$ cat config.mk
export PLATFORM = sky130hd
export DESIGN_NAME = ucie_ctl_sb_rx_pkt_assembler
export DESIGN_NICKNAME = d
export VERILOG_FILES = /design/src/rtl/ucie_ctl_sb_rx_pkt_assembler.sv
export SDC_FILE = /design/constraint.sdc
export NUM_CORES = 1
export LEC_CHECK = 0
export ABC_AREA = 0
export CAP_MARGIN = 10
export CORE_UTILIZATION = 51
export CTS_CLUSTER_DIAMETER = 40
export CTS_CLUSTER_SIZE = 25
export DETAILED_ROUTE_END_ITERATION = 10
export GPL_TIMING_DRIVEN = 0
export PLACE_DENSITY = 0.79
export SLEW_MARGIN = 40
export SYNTH_ARGS = -nofsm -noshare
export SYNTH_HDL_FRONTEND = slang
export SYNTH_SLANG_ARGS = --single-unit
$ cat constraint.sdc
create_clock -name i_clk -period 2.3 [get_ports i_clk]
set_input_delay 0.23 -clock i_clk [delete_from_list [all_inputs] [get_ports i_clk]]
set_output_delay 0.23 -clock i_clk [all_outputs]
set_load 0.02 [all_outputs]
$ cat src/rtl/ucie_ctl_sb_rx_pkt_assembler.sv
// Sideband RX packet assembler: packs N-bit lane chunks LSB-first into a 64-bit header and optional 64-bit payload.
// Parity checking is built only when UCIE_CTL_SB_PARITY_CHECK_EN is defined.
module ucie_ctl_sb_rx_pkt_assembler #(
    parameter int unsigned N = 16
) (
    input  logic         i_clk,
    input  logic         i_reset,
    input  logic [N-1:0] i_chunk,
    input  logic         i_chunk_valid,
    output logic         o_chunk_ready,
    input  logic         i_flush,
    output logic [63:0]  o_hdr,
    output logic [63:0]  o_data,
    output logic         o_has_data,
    output logic         o_parity_err,
    output logic         o_pkt_valid,
    input  logic         i_pkt_ready
);

    localparam int unsigned CPW      = 32 / N;
    localparam logic [5:0]  CNT_LAST = 6'(CPW - 1);

    typedef enum logic [2:0] {
        S_HDR0,
        S_HDR1,
        S_DATA0,
        S_DATA1,
        S_HOLD
    } state_e;

    state_e      state_q, state_d;
    logic [5:0]  cnt_q, cnt_d;
    logic [31:0] word_q, word_d;
    logic [63:0] hdr_q, hdr_d;
    logic [63:0] data_q, data_d;
    logic        has_data_q, has_data_d;
    logic        pkt_valid_q, pkt_valid_d;

    logic        accept;
    logic        word_done;
    logic [31:0] word_full;
    logic        clear_pkt;
    logic        enter_hold;

    always_comb begin
        accept    = i_chunk_valid && !pkt_valid_q;
        word_done = accept && (cnt_q == CNT_LAST);
        // Completed word includes the chunk arriving this cycle so it can be committed on the same edge.
        word_full = word_q;
        for (int unsigned i = 0; i < CPW; i++) begin
            if (cnt_q == 6'(i)) begin
                word_full[i*N +: N] = i_chunk;
            end
        end

        state_d     = state_q;
        cnt_d       = cnt_q;
        word_d      = word_q;
        hdr_d       = hdr_q;
        data_d      = data_q;
        has_data_d  = has_data_q;
        pkt_valid_d = pkt_valid_q;
        clear_pkt   = 1'b0;
        enter_hold  = 1'b0;

        if (i_flush || ((state_q == S_HOLD) && i_pkt_ready)) begin
            clear_pkt   = 1'b1;
            state_d     = S_HDR0;
            cnt_d       = '0;
            word_d      = '0;
            data_d      = '0;
            has_data_d  = 1'b0;
            pkt_valid_d = 1'b0;
        end else if (accept) begin
            word_d = word_full;
            cnt_d  = word_done ? '0 : cnt_q + 6'd1;
            if (word_done) begin
                case (state_q)
                    S_HDR0: begin
                        hdr_d[31:0] = word_full;
                        state_d     = S_HDR1;
                    end
                    S_HDR1: begin
                        hdr_d[63:32] = word_full;
                        has_data_d   = hdr_q[0];
                        if (hdr_q[0]) begin
                            state_d = S_DATA0;
                        end else begin
                            state_d    = S_HOLD;
                            enter_hold = 1'b1;
                        end
                    end
                    S_DATA0: begin
                        data_d[31:0] = word_full;
                        state_d      = S_DATA1;
                    end
                    S_DATA1: begin
                        data_d[63:32] = word_full;
                        state_d       = S_HOLD;
                        enter_hold    = 1'b1;
                    end
                    default: state_d = S_HDR0;
                endcase
            end
        end

        if (enter_hold) begin
            pkt_valid_d = 1'b1;
        end
    end

    always_ff @(posedge i_clk or negedge i_reset) begin
        if (!i_reset) begin
            state_q     <= S_HDR0;
            cnt_q       <= '0;
            word_q      <= '0;
            hdr_q       <= '0;
            data_q      <= '0;
            has_data_q  <= 1'b0;
            pkt_valid_q <= 1'b0;
        end else begin
            state_q     <= state_d;
            cnt_q       <= cnt_d;
            word_q      <= word_d;
            hdr_q       <= hdr_d;
            data_q      <= data_d;
            has_data_q  <= has_data_d;
            pkt_valid_q <= pkt_valid_d;
        end
    end

`ifdef UCIE_CTL_SB_PARITY_CHECK_EN
    logic perr_q, perr_d;

    // Evaluated on the final header/payload values being committed as the packet enters HOLD.
    always_comb begin
        perr_d = perr_q;
        if (clear_pkt) begin
            perr_d = 1'b0;
        end else if (enter_hold) begin
            perr_d = (hdr_d[62] != ^hdr_d[61:0]) ||
                     (has_data_d && (hdr_d[63] != ^data_d));
        end
    end

    always_ff @(posedge i_clk or negedge i_reset) begin
        if (!i_reset) begin
            perr_q <= 1'b0;
        end else begin
            perr_q <= perr_d;
        end
    end

    assign o_parity_err = perr_q;
`else
    assign o_parity_err = 1'b0;
`endif

    assign o_hdr         = hdr_q;
    assign o_data        = data_q;
    assign o_has_data    = has_data_q;
    assign o_pkt_valid   = pkt_valid_q;
    assign o_chunk_ready = !pkt_valid_q;

endmodule

==> results.sh <==
# flow metrics
export IMPL_finalMaxSlewViolations=0
export IMPL_crit_family="simple AND/OR/NAND/NOR gates"
export IMPL_drt_vias_per_instance=5.85
export IMPL_diodes=0
export IMPL_power_leader="registers"
export IMPL_grt_antenna_before_repair=0
export IMPL_setup_tns_ns=0
export IMPL_flops=171
export IMPL_yosysUniqueCellTypes=40
export IMPL_hpwl_um=15300
export IMPL_top_area_cell_class="flip-flops and latches"
export IMPL_crit_chain="or4_1, buf_2, clkbuf_1, o21ai_0, a21oi_1, mux2_4"
export IMPL_power_frac_seq_pct=42.9
export IMPL_p_sw_mw=2.57
export IMPL_cts_root_buf="clkbuf_16"
export IMPL_pwr_share_comb_pct=24.1
export IMPL_cell_internal_pwr_mw=5.82
export IMPL_cts_tree="done"
export IMPL_clkCellAreaFrac_pct=5.78
export IMPL_core_area_mm2=0.0140
export IMPL_synthesis_nets=728
export IMPL_antenna_left=0
export IMPL_cts_resized=6
export IMPL_mi_logic_area_mm2=0.00293
export IMPL_top_logic_kind="simple AND/OR/NAND/NOR gates"
export IMPL_htreeDepth=4
export IMPL_taps=180
export IMPL_ctsHoldBuffers=1
export IMPL_crit_buf_inv=2
export IMPL_grt_pass1_wl_um=33300
export IMPL_rsz0062_at_grt="yes"
export IMPL_first_pass_iters=5
export IMPL_yosys_area_share_simple_pct=14.7
export IMPL_drt_wl_total_um=21400
export IMPL_critPathMaxFanout=10
export IMPL_ff_type="dfrtp_1"
export IMPL_vias=6251
export IMPL_grt_overflow_total=0
export IMPL_power_mw=8.40
export IMPL_pg_comb_mw=2.02
export IMPL_place_worst_setup_slack_ns=-0.276
export IMPL_max_vdd_ir_drop_uv=576
export IMPL_async_flop_share_pct=100
export IMPL_path_depth=6
export IMPL_crit_path_max_incr_delay_ns=0.51
export IMPL_io_pins=153
export IMPL_die_h_um=123
export IMPL_nNetsFinal=901
export IMPL_period_used_pct=97.9
export IMPL_tightest_slew_ns=0.533
export IMPL_regToRegStartpoint="cnt_q[4]$_DFFE_PN0P_"
export IMPL_io_buffers=151
export IMPL_grt_pass1_vias=6139
export IMPL_fmax_mhz=444
export IMPL_postCtsSetupBuffers=0
export IMPL_r2r_end="o_data[22]$_DFFE_PN0P_"
export IMPL_syn_to_final_growth_pct=33.0
export IMPL_critPathLaunchType="flop"
export IMPL_period_needed_ns=2.25
export IMPL_switching_share_pct=30.7
export IMPL_post_dp_cell_area_mm2=0.00921
export IMPL_synth_seq_share_pct=57.8
export IMPL_fill_cells=1004
export IMPL_synth_seq_cells=171
export IMPL_layout_setup_ws_ns=0.0488
export IMPL_num_nonclk_inverters=5
export IMPL_drive_above_1_share_pct=14.8
export IMPL_clk_path_buf_depth=2
export IMPL_nMultiInputCombCells=480
export IMPL_ys_sh_xor_pct=0.236
export IMPL_rrSetupSlack_ns=0.05
export IMPL_leakagePower_nw=4.34
export IMPL_status="complete, no violations"
export IMPL_aoi_share_pct=12.2
export IMPL_die_area_mm2=0.0150
export IMPL_wl_per_cell_um=20.0
export IMPL_worstSetupEndpoint="o_data[22]$_DFFE_PN0P_"
export IMPL_die_w_um=123
export IMPL_cp_required_ns=2.62
export IMPL_dr_first_iter_drc_count=610
export IMPL_crit_path_top_delay_cell="or4_1"
export IMPL_warnings=29
export IMPL_p_per_area_mw_per_mm2=852
export IMPL_crit_start="cnt_q[4]$_DFFE_PN0P_"
export IMPL_setup_violations=0
export IMPL_adder_share_pct=0.507
export IMPL_dp_cells=1037
export IMPL_syn_mean_instance_area_um2=10.5
export IMPL_arrival_ns=2.57
export IMPL_r2r_cells=6
export IMPL_crit_type="flop to flop"
export IMPL_synth_warnings=0
export IMPL_finalHoldViolCount=0
export IMPL_path_clk_slew_ns=0.06
export IMPL_hold_class="primary input to async pin"
export IMPL_bufAreaShareNonClock_pct=18.6
export IMPL_cp_end_kind="flop"
export IMPL_ys_cells=704
export IMPL_buffers_excl_clock=202
export IMPL_ys_area_mm2=0.00741
export IMPL_syn_area_mm2=0.00741
export IMPL_syn_instance_count=704
export IMPL_grt_start_max_net_pins=78
export IMPL_hold_ws_ns=0.259
export IMPL_lay_top_cells="171 x dfrtp_1, 150 x clkdlybuf4s50_1, 137 x nand2_1"
export IMPL_edf_count=0
export IMPL_mux_share_pct=11.2
export IMPL_track_usage_pct=30.0
export IMPL_place_congestion=0.916
export IMPL_fp_util_pct=52.8
export IMPL_drc=0
export IMPL_maxSlewHeadroom_pct=64.4
export IMPL_drv_cap=0
[cells in the mapped netlist (6+ instances only)]
master | n | share of area, %
buf_2 | 8 | 0.54
nor2_1 | 7 | 0.35
a21oi_1 | 71 | 4.8
clkbuf_1 | 27 | 1.4
mux2_4 | 30 | 6.1
nand3_1 | 38 | 2.6
dfrtp_1 | 171 | 58
mux2_2 | 34 | 5.2
buf_1 | 6 | 0.30
and2_1 | 32 | 2.7
nand2_1 | 137 | 6.9
o21ai_0 | 97 | 6.6
[per-layer routing]
metal	track usage, %	part of all wire, %	wire length [um]	vias up
met4	13.2	3.0	649	0
met3	6.60	7.7	1650	54
met1	42.1	43	9250	3103
met2	45.0	46	9860	334
met5	0	0	0	-
li1	-	-	-	2760
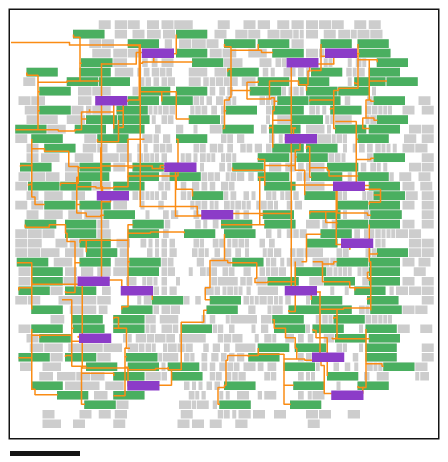
(clock wires, drivers and flops)
Bar = 20 um.
Key: green = flip-flops [count 171]; orange = clock wires [length 1960 um]; purple = cells driving clock nets [count 17]
There are 18 routed clock nets. Position of the flops: widely spread.
Layout Skew: 0.00774 ns
clock power share: 33.0%
Latency at later pin: 0.44 ns
Clk. pwr: 2.77 mW

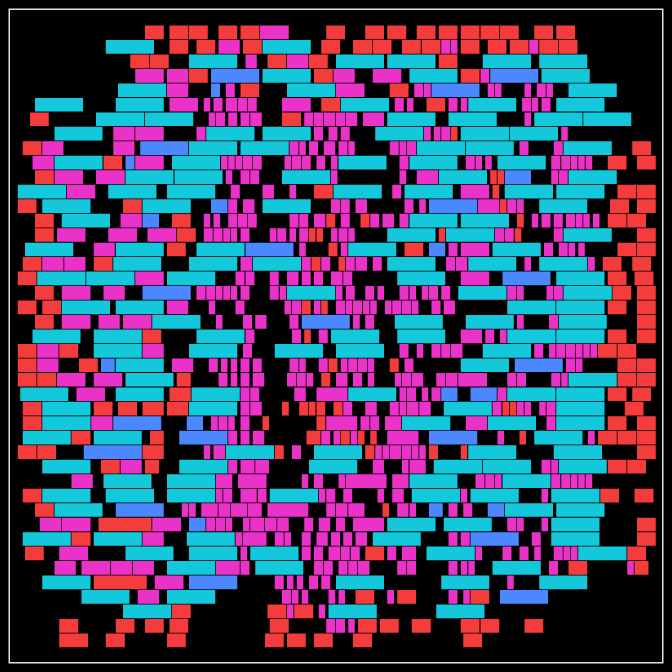
(cells colored by class)
Key: magenta = all other logic [cells 485, share of their area 31%]; blue = clock drivers and dummy loads [cells 31, share of their area 5.9%]; red = other buffers and delay cells [cells 202, share of their area 19%]; cyan = flip-flops [cells 171, share of their area 44%]
Final Cell Area: 0.00986 mm2
# rows: 43

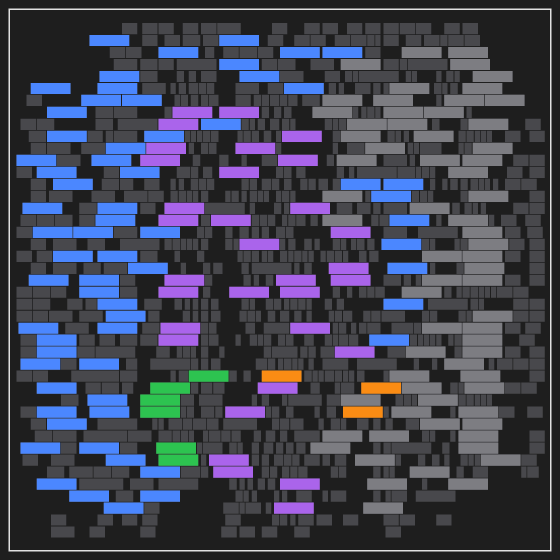
(register map, names as in the netlist)
Key: blue = `o_data` [flops 64, where widely spread]; orange = `state_q` [flops 3]; green = `cnt_q` [flops 6]; purple = `word_q` [flops 32]
Another 66 sequential cells are not colored.
FF/Latch Area: 0.00428 mm2
seq pwr: 3.60 mW
fin util: 70.2%
flop share of the area: 43.4%

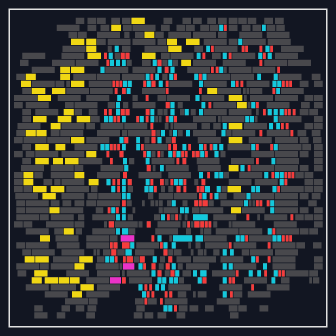
(gate-type map)
Key: red = NAND gates [cells 182, most used nand2_1]; magenta = adder and majority cells [cells 3, most used ha_1]; cyan = inverting AOI/OAI gates [cells 175, most used o21ai_0]; yellow = multiplexers [cells 64, most used mux2_2, where widely spread]
combinational fraction of the cell area: 29.8%
fin cells: 1069
dominant logic cell type in the layout: dfrtp_1

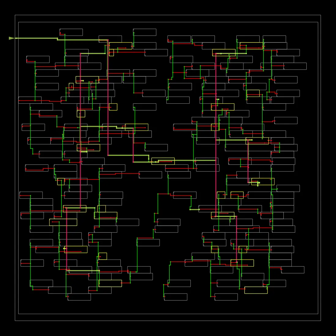
(clock wiring as the flow saved it)
Clock Sink Count: 171
clock buffer count: 19
CTS Buf Count: 17

Power and IR drop assume default switching activity.
